### Signal wires on met1

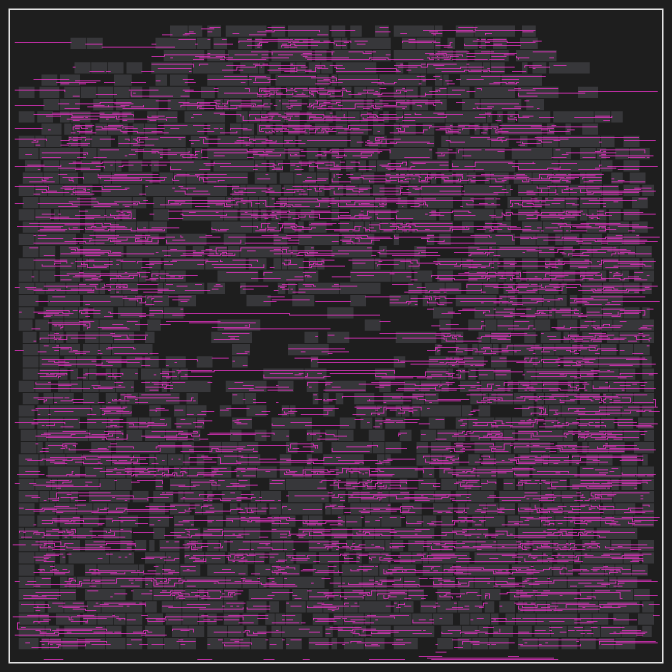
### Metal 2

Bar = 50 µm.
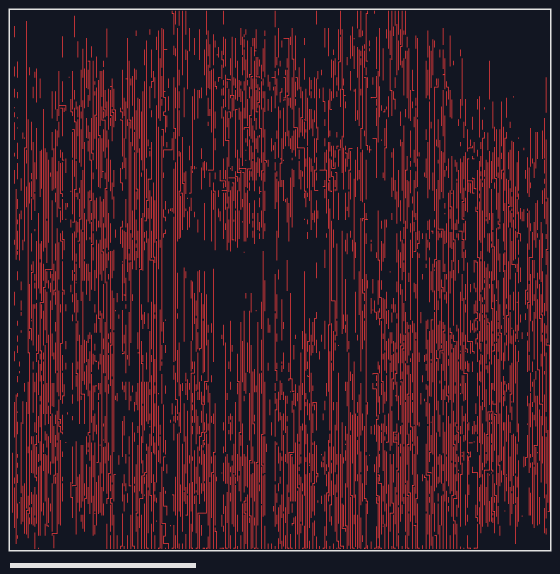
### The metal 3 layer

Bar = 50 µm.
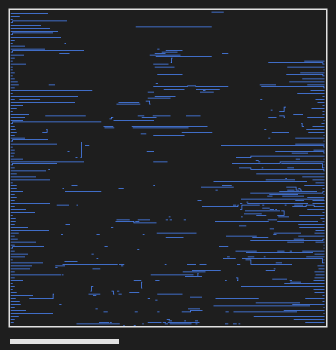
### M4 wires

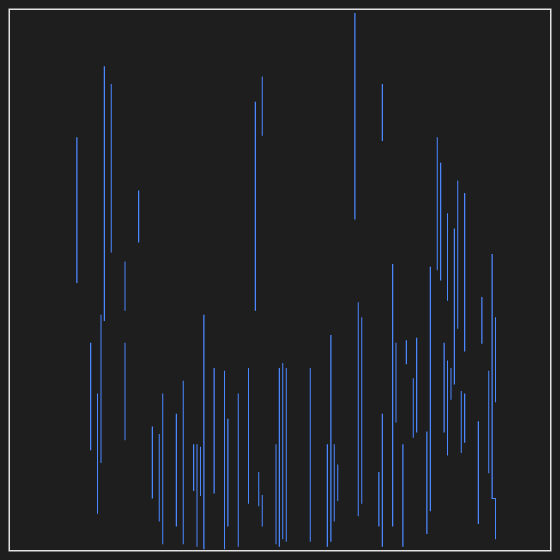
### The clock network

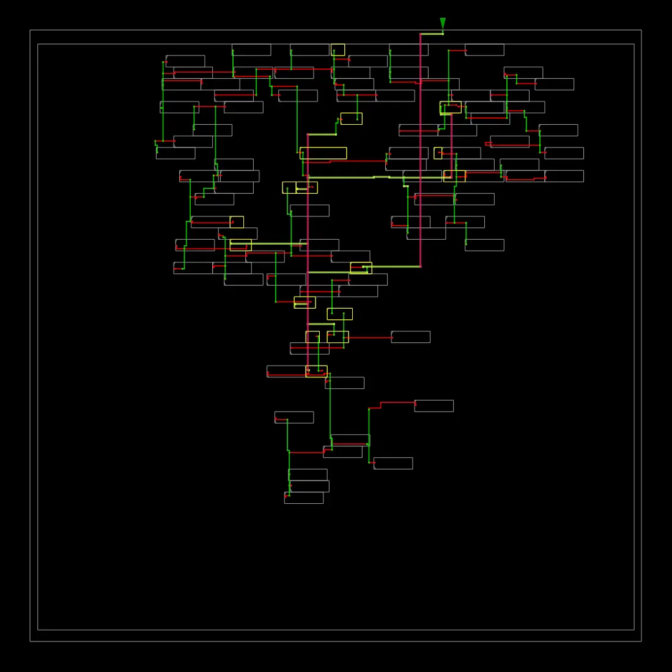
**config.mk**
```make
export PLATFORM = sky130hd
export DESIGN_NAME = census3x3_window_flat
export DESIGN_NICKNAME = d
export VERILOG_FILES = /design/src/rtl/census3x3_window_if.sv /design/src/rtl/census3x3_window.sv /design/src/flat_wrapper.sv
export SDC_FILE = /design/constraint.sdc
export NUM_CORES = 1
export LEC_CHECK = 0
export CORE_MARGIN = 1.5
export CORE_UTILIZATION = 45
export CTS_BUF_LIST = sky130_fd_sc_hd__clkbuf_8
export DETAILED_ROUTE_END_ITERATION = 7
export PLACE_DENSITY = 0.8
export RECOVER_POWER = 25
export REMOVE_ABC_BUFFERS = 1
export SETUP_SLACK_MARGIN = 0.1
export SLEW_MARGIN = 20
export SYNTH_ARGS = -nofsm -noshare
export SYNTH_HDL_FRONTEND = slang
export SYNTH_SLANG_ARGS = --single-unit
export TNS_END_PERCENT = 100
```
**constraint.sdc**
```tcl
create_clock -name clk -period 2 [get_ports clk]
set_input_delay 0.4 -clock clk [delete_from_list [all_inputs] [get_ports clk]]
set_output_delay 0.4 -clock clk [all_outputs]
set_load 0.05 [all_outputs]
```
**src/rtl/census3x3_window_if.sv**
```systemverilog
// ---------------------------------------------------------------------------
// census3x3_window_if
//   Stream bundle between the 3x3 window assembler, the census stage and the
//   matching stage.
//   master : drives the window beat (in_valid, sof, win_in), receives the
//            tagged census stream.
//   slave  : the census stage itself.
//   Signals
//     in_valid  window taps valid this cycle
//     sof       start of frame, qualified by in_valid
//     win_in    nine taps, tap k = 3*r + c at [k*DATA_WIDTH +: DATA_WIDTH]
//     census    8-bit census code of the centre pixel
//     out_valid census/coordinates valid
//     out_x     centre column
//     out_y     centre row
//     border    centre lies on the frame edge
//     eof       last pixel of the frame
// ---------------------------------------------------------------------------
interface census3x3_window_if #(
  parameter int DATA_WIDTH  = 32,
  parameter int COORD_WIDTH = 10
);
  logic                    in_valid;
  logic                    sof;
  logic [9*DATA_WIDTH-1:0] win_in;
  logic [7:0]              census;
  logic                    out_valid;
  logic [COORD_WIDTH-1:0]  out_x;
  logic [COORD_WIDTH-1:0]  out_y;
  logic                    border;
  logic                    eof;

  modport master (
    output in_valid, sof, win_in,
    input  census, out_valid, out_x, out_y, border, eof
  );

  modport slave (
    input  in_valid, sof, win_in,
    output census, out_valid, out_x, out_y, border, eof
  );
endinterface

```
**src/rtl/census3x3_window.sv**
```systemverilog
// ---------------------------------------------------------------------------
// census3x3_window
//   Two-stage census transform on a 3x3 window. Tracks the image coordinate
//   of the window centre, compares the eight neighbours against the centre,
//   forces border pixels to code 8'h00 and emits a coordinate-tagged stream.
//   No back-pressure; one beat per cycle.
//   Ports
//     clk    rising-edge clock
//     rst_n  asynchronous active-low reset
//     bus    census3x3_window_if.slave (window in, tagged census out)
// ---------------------------------------------------------------------------
module census3x3_window #(
  parameter int DATA_WIDTH   = 32,
  parameter int IMAGE_WIDTH  = 640,
  parameter int IMAGE_HEIGHT = 480,
  parameter int COORD_WIDTH  = 10
) (
  input  logic                  clk,
  input  logic                  rst_n,
  census3x3_window_if.slave     bus
);

  localparam logic [COORD_WIDTH-1:0] X_LAST = COORD_WIDTH'(IMAGE_WIDTH - 1);
  localparam logic [COORD_WIDTH-1:0] Y_LAST = COORD_WIDTH'(IMAGE_HEIGHT - 1);

  // Census bit position (MSB first) -> tap index; the centre (k=4) is skipped.
  localparam int TAP_OF_BIT [8] = '{0, 1, 2, 3, 5, 6, 7, 8};

  // Coordinate of the centre pixel the next in_valid beat will carry.
  logic [COORD_WIDTH-1:0] x_q, x_d;
  logic [COORD_WIDTH-1:0] y_q, y_d;

  // Stage 1: raw compare bits plus tag.
  logic                   s1_valid_q;
  logic [7:0]             s1_cmp_q;
  logic [COORD_WIDTH-1:0] s1_x_q, s1_y_q;
  logic                   s1_border_q, s1_eof_q;

  // Stage 2: registered outputs.
  logic                   out_valid_q;
  logic [7:0]             census_q;
  logic [COORD_WIDTH-1:0] out_x_q, out_y_q;
  logic                   border_q, eof_q;

  logic [DATA_WIDTH-1:0]  tap [9];
  logic [7:0]             cmp_bits;
  logic [COORD_WIDTH-1:0] tag_x, tag_y;
  logic                   tag_border, tag_eof;

  // NOTE: every variable assigned in always_comb gets a default first, so no
  // path leaves it unassigned and no latch is inferred.
  always_comb begin
    for (int k = 0; k < 9; k++) begin
      tap[k] = bus.win_in[k*DATA_WIDTH +: DATA_WIDTH];
    end
    cmp_bits = '0;
    for (int b = 0; b < 8; b++) begin
      cmp_bits[7-b] = (tap[TAP_OF_BIT[b]] < tap[4]);
    end
  end

  // sof re-aligns the tag for this very beat; the counters then advance from
  // the tag, so a sof beat is followed by (1,0) with no dead cycle.
  always_comb begin
    tag_x      = bus.sof ? '0 : x_q;
    tag_y      = bus.sof ? '0 : y_q;
    tag_border = (tag_x == '0) || (tag_x == X_LAST) ||
                 (tag_y == '0) || (tag_y == Y_LAST);
    tag_eof    = (tag_x == X_LAST) && (tag_y == Y_LAST);
    x_d        = x_q;
    y_d        = y_q;
    if (bus.in_valid) begin
      if (tag_x == X_LAST) begin
        x_d = '0;
        y_d = (tag_y == Y_LAST) ? '0 : tag_y + 1'b1;
      end else begin
        x_d = tag_x + 1'b1;
        y_d = tag_y;
      end
    end
  end

  // NOTE: sequential state uses non-blocking assignments so every register
  // samples the pre-edge value of the others regardless of statement order.
  // Datapath registers are reset as well: their reset value is visible on the
  // outputs and the downstream stage relies on it.
  always_ff @(posedge clk or negedge rst_n) begin
    if (!rst_n) begin
      x_q         <= '0;
      y_q         <= '0;
      s1_valid_q  <= 1'b0;
      s1_cmp_q    <= '0;
      s1_x_q      <= '0;
      s1_y_q      <= '0;
      s1_border_q <= 1'b0;
      s1_eof_q    <= 1'b0;
    end else begin
      x_q        <= x_d;
      y_q        <= y_d;
      s1_valid_q <= bus.in_valid;
      if (bus.in_valid) begin
        s1_cmp_q    <= cmp_bits;
        s1_x_q      <= tag_x;
        s1_y_q      <= tag_y;
        s1_border_q <= tag_border;
        s1_eof_q    <= tag_eof;
      end
    end
  end

  // Outputs update only on valid beats and otherwise hold the last beat.
  always_ff @(posedge clk or negedge rst_n) begin
    if (!rst_n) begin
      out_valid_q <= 1'b0;
      census_q    <= '0;
      out_x_q     <= '0;
      out_y_q     <= '0;
      border_q    <= 1'b0;
      eof_q       <= 1'b0;
    end else begin
      out_valid_q <= s1_valid_q;
      if (s1_valid_q) begin
        census_q <= s1_border_q ? 8'h00 : s1_cmp_q;
        out_x_q  <= s1_x_q;
        out_y_q  <= s1_y_q;
        border_q <= s1_border_q;
        eof_q    <= s1_eof_q;
      end
    end
  end

  assign bus.out_valid = out_valid_q;
  assign bus.census    = census_q;
  assign bus.out_x     = out_x_q;
  assign bus.out_y     = out_y_q;
  assign bus.border    = border_q;
  assign bus.eof       = eof_q;

endmodule

```
**src/flat_wrapper.sv**
```systemverilog
// flat-port wrapper written by rule: the top's interface ports become plain ports
module census3x3_window_flat 
#(
  parameter int DATA_WIDTH   = 32,
  parameter int IMAGE_WIDTH  = 640,
  parameter int IMAGE_HEIGHT = 480,
  parameter int COORD_WIDTH  = 10
)
  (clk, rst_n, bus_in_valid, bus_sof, bus_win_in, bus_census, bus_out_valid, bus_out_x, bus_out_y, bus_border, bus_eof);
  census3x3_window_if #(.DATA_WIDTH(DATA_WIDTH), .COORD_WIDTH(COORD_WIDTH)) bus_i ();
  input  logic clk;
  input  logic rst_n;
  input wire logic [$bits(bus_i.in_valid)-1:0] bus_in_valid;
  input wire logic [$bits(bus_i.sof)-1:0] bus_sof;
  input wire logic [$bits(bus_i.win_in)-1:0] bus_win_in;
  output wire logic [$bits(bus_i.census)-1:0] bus_census;
  output wire logic [$bits(bus_i.out_valid)-1:0] bus_out_valid;
  output wire logic [$bits(bus_i.out_x)-1:0] bus_out_x;
  output wire logic [$bits(bus_i.out_y)-1:0] bus_out_y;
  output wire logic [$bits(bus_i.border)-1:0] bus_border;
  output wire logic [$bits(bus_i.eof)-1:0] bus_eof;
  assign bus_i.in_valid = bus_in_valid;
  assign bus_i.sof = bus_sof;
  assign bus_i.win_in = bus_win_in;
  assign bus_census = bus_i.census;
  assign bus_out_valid = bus_i.out_valid;
  assign bus_out_x = bus_i.out_x;
  assign bus_out_y = bus_i.out_y;
  assign bus_border = bus_i.border;
  assign bus_eof = bus_i.eof;
  census3x3_window #(.DATA_WIDTH(DATA_WIDTH), .IMAGE_WIDTH(IMAGE_WIDTH), .IMAGE_HEIGHT(IMAGE_HEIGHT), .COORD_WIDTH(COORD_WIDTH)) u_core (.clk(clk), .rst_n(rst_n), .bus(bus_i));
endmodule
```
==> Slide: Implementation Results <==
Implementation Results

Synth
  – Post-synthesis cell count: 987
  – XOR Share, Synth: 0
  – Simple-Gate Area Share: 0.1624
  – Number of enable flip-flop cells: 0
  – Synth logic family: adder cells
  – Syn_area_per_cell: 9.164 µm²
  – Yosys chip area: 9045 µm²
  – Synth Area in Compound Gates: 0.1829
  – Cell Area, Synth: 9045 µm²
  – Yosys cell count: 987
  – Top area contributor share: 0.3486
  – Cell area leaders: ha_1, dfrtp_1, a21oi_1
  – Cell Type Count: 61

Layout
  – Top Layout Cells: clkdlybuf4s50_1, ha_1, buf_4
  – Bufs w/o clock: 490
  – Finished Layout Cells: 1745
  – Inverters: 62
  – # diodes: 7
  – Buffer share of cell area: 0.2993
  – Register Area: 2053 µm²
  – Synthesis-to-finish area growth: 70.72%
  – Top cell excl fill/tap: clkdlybuf4s50_1
  – Flops: 82
  – Clock-cell share of area: 0.01361
  – Area-dominant class: logic gates
  – Comb gate area: 7924 µm²

Power
  – Max VDD drop: 0.2714 mV
  – Top pwr grp: combinational cells
  – Sw Pwr: 1.933 mW
  – Internal power: 3.716 mW
  – Clock power frac: 0.226
  – Sequential share of power: 0.307
  – PwrDens: 365.8 nW/µm²
  – Final Power: 5.649 mW
  – Gate power share: 0.466
  – Sequential Power: 1.74 mW
  – Combinational power: 2.63 mW

Floorplanning
  – Die area: 20960 µm²
  – Core Box Area: 19590 µm²
  – I/O pin count: 323
  – Die W: 144.8 µm

Routing
  – Post-DRT Antenna Nets: 0
  – Remaining DRCs: 0
  – Met3 wire len: 3171 µm
  – Starting DRT DRC Count: 512
  – Max layer used: met5
  – Detailed-router iteration count before antenna repair: 4
  – Met1 WL: 13800 µm

Global route
  – Largest net degree at the start of global routing: 66

Final timing
  – Max Clock Freq: 0.4857 GHz
  – Worst setup margin: -58.85 ps
  – Min Clock Period, post-route: 2059 ps
  – Slew headroom: 0.1839
  – Final Cycle Share: 1.029
  – Setup TNS: -58.85 ps
  – Setup violations, final: 1
  – RSZ-0062 raised after global routing: true
  – Final slew viol count: 0
  – Least-Margin Pin Slew: 1224 ps

Placement
  – Routability congestion estimate: 0.9260
  – Dpl cells: 1694
  – Place WS: -772.1 ps
  – Port bufs: 322
  – DP Wirelength: 27040 µm

Worst setup path
  – Setup CP Type: in2reg
  – Worst Setup End Kind: flop
  – CP max-delay cell: clkdlybuf4s50_1
  – Crit-path max cell delay: 690 ps
  – R2R depth: 8
  – Critical Path Start: bus_win_in[23]
  – R2r endpoint: u_core.y_q[1]$_DFFE_PN0P_
  – Worst path required time: 2290 ps
  – Most used cell, CP: a21oi_2

Outcome
  – Status: finished, violations left
  – Failing checks: negative setup slack

Clock tree
  – PostCTS Resize Cnt: 179
  – Htree depth: 3
  – Hold_buf cts: 1
  – Clock sink total: 82
  – Clock root buffer: clkbuf_8

Hold path
  – Hold Crit Class: reg2reg
  – WHS Path Cells: 1

Run
  – OpenROAD warnings: 29
  – Number of max-cap violations: 0
Back to the opening pictures, 'Signal wires on met1':
wire length on this layer: 13800 µm
share of all routed wire: 37%
nets with wire on the layer: 1840

Back to the opening pictures, 'Metal 2':
wire length on this layer: 18500 µm
main direction: vertical
share of all routed wire: 49%
DRT Wirelength: 37670 µm
vias: 10180

Back to the opening pictures, 'The metal 3 layer':
share of all routed wire: 8.4%
nets with wire on the layer: 330
met3 GRT Util: 0.07897

Back to the opening pictures, 'M4 wires':
main direction: vertical
longest straight run: 70.0 µm
wire length on this layer: 2120 µm
share of all routed wire: 5.6%

Back to the opening pictures, 'The clock network':
# clk buffers: 9
clock latency on the worst-skew pair: 370 ps

==> cell usage after synthesis (all sizes together) (2+ instances only) <==
library cell / count
nor2: 31
a22o: 5
o21a: 4
o2bb2ai: 9
a211o: 3
buf: 9
a211oi: 15
a32oi: 3
mux2i: 3
nor3: 17
a221oi: 2
and2: 2
nor4: 4
o21bai: 3
mux2: 30
inv: 62
nand3b: 21
nand2b: 9
ha: 252
nor4b: 2
o31ai: 5
and3: 7
a221o: 2
dfrtp: 82
nand3: 21
o311ai: 2
a21o: 24
a41oi: 2
nand4: 43
clkbuf: 11
a21boi: 4
a2111oi: 6
nand2: 77
o21ai: 76
nor2b: 12
and4: 9
nand4b: 2
a21oi: 97
or2b: 3
Power and IR drop assume default switching activity.
